[src/rtl/nanov_pkg.sv]
// Shared types and constants for the nanoV bit-serial register-file scheduler.
package nanov_pkg;

  localparam int unsigned PHASE_W = 5;
  localparam int unsigned REG_W   = 32;
  localparam int unsigned ADDR_W  = 4;
  localparam logic [PHASE_W-1:0] LAST_PHASE = '1;

  typedef enum logic [1:0] {
    IDLE  = 2'd0,
    CORE  = 2'd1,
    DEBUG = 2'd2
  } owner_t;

endpackage

[src/rtl/nanov_dbg_serdes.sv]
// Debug-port word serialiser and deserialiser, both indexed by the rotation phase.
module nanov_dbg_serdes
  import nanov_pkg::*;
(
  input  logic               clk,
  input  logic               rstn,
  input  logic [PHASE_W-1:0] phase,
  input  logic [REG_W-1:0]   wdata,
  output logic               wbit,
  input  logic               capture_en,
  input  logic               zero_addr,
  input  logic               rbit,
  output logic [REG_W-1:0]   rdata
);

  logic [REG_W-1:0] shreg;
  logic [REG_W-1:0] captured;

  assign wbit = wdata[phase];

  // Merge the current bit so the final word is complete in the phase-31 cycle.
  always_comb begin
    captured        = shreg;
    captured[phase] = rbit;
  end

  always_ff @(posedge clk) begin
    if (!rstn) begin
      shreg <= '0;
      rdata <= '0;
    end else if (capture_en) begin
      shreg <= captured;
      if (phase == LAST_PHASE) begin
        rdata <= zero_addr ? '0 : captured;
      end
    end
  end

endmodule

[src/rtl/nanov_reg_scheduler.sv]
// Phase counter, window arbiter and register-file port mux for the nanoV serial register file.
module nanov_reg_scheduler
  import nanov_pkg::*;
(
  input  logic               clk,
  input  logic               rstn,
  input  logic               core_req,
  input  logic [ADDR_W-1:0]  core_rs1,
  input  logic [ADDR_W-1:0]  core_rs2,
  input  logic [ADDR_W-1:0]  core_rd,
  input  logic               core_wr_en,
  input  logic               core_wr_next_en,
  input  logic               core_data_rd,
  input  logic               core_data_rd_next,
  output logic               core_gnt,
  output logic               core_done,
  input  logic               dbg_req,
  input  logic [ADDR_W-1:0]  dbg_addr,
  input  logic               dbg_wr,
  input  logic [REG_W-1:0]   dbg_wdata,
  output logic               dbg_gnt,
  output logic               dbg_done,
  output logic [REG_W-1:0]   dbg_rdata,
  output logic [PHASE_W-1:0] phase,
  output logic [ADDR_W-1:0]  rf_rs1,
  output logic [ADDR_W-1:0]  rf_rs2,
  output logic [ADDR_W-1:0]  rf_rd,
  output logic               rf_wr_en,
  output logic               rf_wr_next_en,
  output logic               rf_read_through,
  output logic               rf_data_rd,
  output logic               rf_data_rd_next,
  input  logic               rf_data_rs1
);

  owner_t owner, owner_next;
  owner_t last_granted, last_next;
  logic   last_phase;
  logic   dbg_bit;

  assign last_phase = (phase == LAST_PHASE);
  assign core_gnt   = (owner == CORE);
  assign dbg_gnt    = (owner == DEBUG);
  assign core_done  = core_gnt && last_phase;
  assign dbg_done   = dbg_gnt && last_phase;

  always_ff @(posedge clk) begin
    if (!rstn) begin
      phase        <= '0;
      owner        <= IDLE;
      last_granted <= DEBUG;
    end else begin
      phase        <= phase + 1'b1;
      owner        <= owner_next;
      last_granted <= last_next;
    end
  end

  // Ownership only moves on the window boundary; ties go to whoever was not granted last.
  always_comb begin
    owner_next = owner;
    last_next  = last_granted;
    if (last_phase) begin
      case ({core_req, dbg_req})
        2'b10:   owner_next = CORE;
        2'b01:   owner_next = DEBUG;
        2'b11:   owner_next = (last_granted == CORE) ? DEBUG : CORE;
        default: owner_next = IDLE;
      endcase
      if (owner_next != IDLE) begin
        last_next = owner_next;
      end
    end
  end

  nanov_dbg_serdes u_serdes (
    .clk        (clk),
    .rstn       (rstn),
    .phase      (phase),
    .wdata      (dbg_wdata),
    .wbit       (dbg_bit),
    .capture_en (dbg_gnt && !dbg_wr),
    .zero_addr  (dbg_addr == '0),
    .rbit       (rf_data_rs1),
    .rdata      (dbg_rdata)
  );

  always_comb begin
    rf_rs1          = '0;
    rf_rs2          = '0;
    rf_rd           = '0;
    rf_wr_en        = 1'b0;
    rf_wr_next_en   = 1'b0;
    rf_read_through = 1'b0;
    rf_data_rd      = 1'b0;
    rf_data_rd_next = 1'b0;
    case (owner)
      CORE: begin
        rf_rs1          = core_rs1;
        rf_rs2          = core_rs2;
        rf_rd           = core_rd;
        rf_wr_en        = core_wr_en;
        rf_wr_next_en   = core_wr_next_en;
        rf_read_through = core_wr_en | core_wr_next_en;
        rf_data_rd      = core_data_rd;
        rf_data_rd_next = core_data_rd_next;
      end
      DEBUG: begin
        rf_rs1          = dbg_addr;
        rf_rd           = dbg_addr;
        rf_wr_next_en   = dbg_wr && (dbg_addr != '0);
        rf_data_rd_next = dbg_bit;
      end
      default: ;
    endcase
  end

endmodule

[config.mk]
export PLATFORM = sky130hd
export DESIGN_NAME = nanov_reg_scheduler
export DESIGN_NICKNAME = d
export VERILOG_FILES = /design/src/rtl/nanov_pkg.sv /design/src/rtl/nanov_dbg_serdes.sv /design/src/rtl/nanov_reg_scheduler.sv
export SDC_FILE = /design/constraint.sdc
export NUM_CORES = 1
export LEC_CHECK = 0
export CAP_MARGIN = 15
export CORE_MARGIN = 8
export CORE_UTILIZATION = 48
export CTS_CLUSTER_SIZE = 25
export DETAILED_ROUTE_END_ITERATION = 12
export HOLD_SLACK_MARGIN = 0.12
export PLACE_DENSITY = 0.91
export SLEW_MARGIN = 25
export SYNTH_ARGS = -nofsm -noshare
export SYNTH_HDL_FRONTEND = slang
export SYNTH_SLANG_ARGS = --single-unit
[constraint.sdc]
create_clock -name clk -period 3.1 [get_ports clk]
set_input_delay 0.62 -clock clk [delete_from_list [all_inputs] [get_ports clk]]
set_output_delay 0.62 -clock clk [all_outputs]
set_load 0.02 [all_outputs]
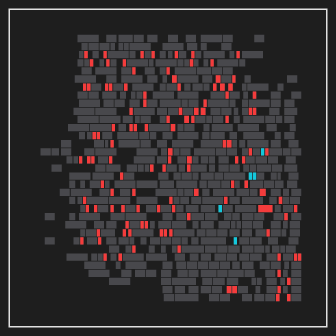
(selected gate families)
inv cells: in cyan, cells 5, most used inv_1, where east. nand cells: in red, cells 114, most used nand2_1.
dominant logic cell type in the layout: sky130_fd_sc_hd__clkdlybuf4s50_1
count of non-filler cells in the finished layout: 660

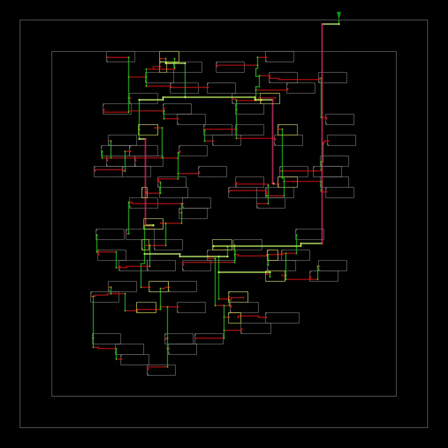
(clock nets)
number of sequential storage elements: 73
Latency at later pin: 0.35 ns
setup skew after layout: 0.0101 ns
count of clock tree sinks: 73

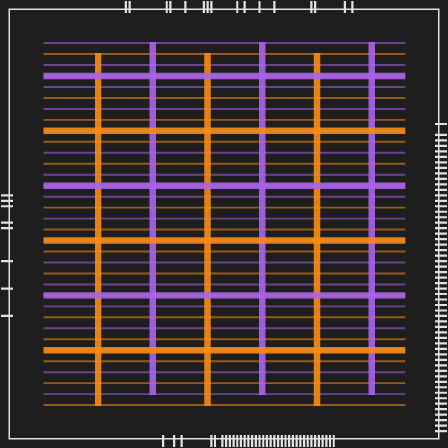
(floorplan with the power grid)
Pins as bars on the die edge.
VDD: in purple. VSS: in orange.
6 straps on met4. 116 signal pins sit on the boundary. 6 straps on met5. The core has 33 rows.

==> notes.md <==
Results of the run.

The smallest hold slack is about 0.51 ns. The via count of the first global-routing pass is roughly 3600. At the pin with the least slew margin, the transition time is 0.672 ns. The worst hold path startpoint is u_serdes.shreg[15]. Looking at area per cell type in the netlist, the leader is sky130_fd_sc_hd__dfxtp_1.

The number of instances resized during post-cts repair is 5. The met3 wire length is around 750 um. The flow ran to the end, and the final reports show no timing, DRC or antenna violations. TritonRoute output was used to compute an average wire per cell of 16.5 um.

Summing all multiplexer cells gives an area fraction of 0.163. The non-clock inverter count in the final layout is 5. The group drawing the most power is registers. The worst-case reg-to-reg path depth is 9. The met3 usage is 0.0405. The area-dominant cell class after layout is combinational gates.

The startpoint of the most critical register-to-register path is phase[1]. In the finished design, the share of the clock period the worst path needs comes to 0.962. The wire length of the first global-routing pass is ~17000 um.

The net switching power figure is 0.453 mW. The clock power share is 0.374. In this run, post-CTS hold repair placed 0 buffers. The leftover overflow at the end of global routing is 0.

By instance count after routing, the leading logic cell types are sky130_fd_sc_hd__clkdlybuf4s50_1 (110), sky130_fd_sc_hd__nand2_1 (98), sky130_fd_sc_hd__dfxtp_1 (71). The flow measured a signed area growth from synthesis to layout of 36.0%. TritonCTS built the clock tree. Per the STA report, the cell with the highest stage delay on the worst path is sky130_fd_sc_hd__clkdlybuf4s50_1. The adder and majority gate portion of the synthesized area is 0.0225. According to the timing report, the arrival time at the worst endpoint equals 2.36 ns. The final estimated routing congestion in global placement is slightly above 0.8. The most common flop cell mapped by yosys is sky130_fd_sc_hd__dfxtp_1. For reference, the top cells by area after synthesis are sky130_fd_sc_hd__dfxtp_1 (37%), sky130_fd_sc_hd__mux2i_1 (11%), sky130_fd_sc_hd__nand2_1 (9.4%). The element type at the critical path end is a primary output. The async set-reset flop share out of synthesis is 0. STA shows the worst min-delay path finishing at u_serdes.shreg[15]. During tapcell insertion the tool placed 105 well taps. Looking at the post-CTS report, the setup buffer insertion count equals 0. Derived from the worst setup path, the maximum achievable clock frequency is 335 MHz. The layout report gives the multi-input gate share of total cell area as 0.423. Per the detail_route report, vias per standard cell equal 5.42. The total cells reported by yosys after synthesis is 452. CTS added clock buffers totalling 9. The logic depth of the worst path, buffers included is 7. Among all stages on the critical path, the maximum delay recorded is around 0.44 ns. The largest non-sequential cell family by area is simple AND/OR/NAND/NOR gates.

Looking at the gate-level netlist, the highest instance count belongs to sky130_fd_sc_hd__nand2_1. Entering global routing, the biggest net connects 74 pins. The total combinational power is approximately 0.20 mW. Per the synthesis report, the XOR/XNOR share of the synthesized area is 0.00449. The detailed router reports a met2 wire length of approximately 5500 um. The worst-case headroom to the max-slew limit is 0.551.
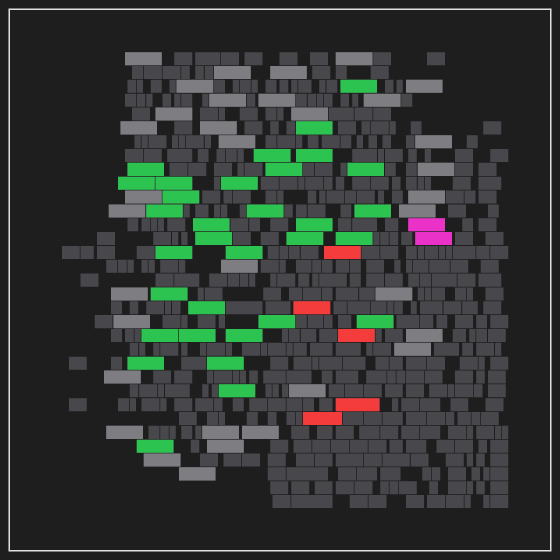
(sequential cells coloured by netlist name)
Other sequential cells in the stronger grey, the rest of the logic in the fainter grey.
`phase`: in red, sequential cells 5, where centre. `last_granted`: in magenta, sequential cells 2. `u_serdes.shreg`: in green, sequential cells 32.
P_seq: 0.952 mW
Seq area share: 0.277
register area: 1470 um^2
fin util: 0.658

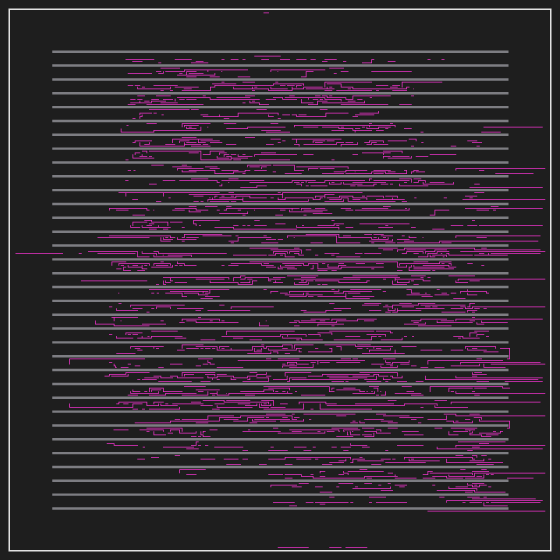
(the metal 1 layer)
Supply wires on this layer in grey.
555 nets have wire on it. The wires run mostly horizontal. The longest straight run is 29.0 um. The layer carries 4350 um of wire. The layer holds 40% of the routed length.
overall routed net length: 10900 um
vias after detailed routing: 3579
met1 track utilization from global routing: 0.200

Power and IR drop assume default switching activity.
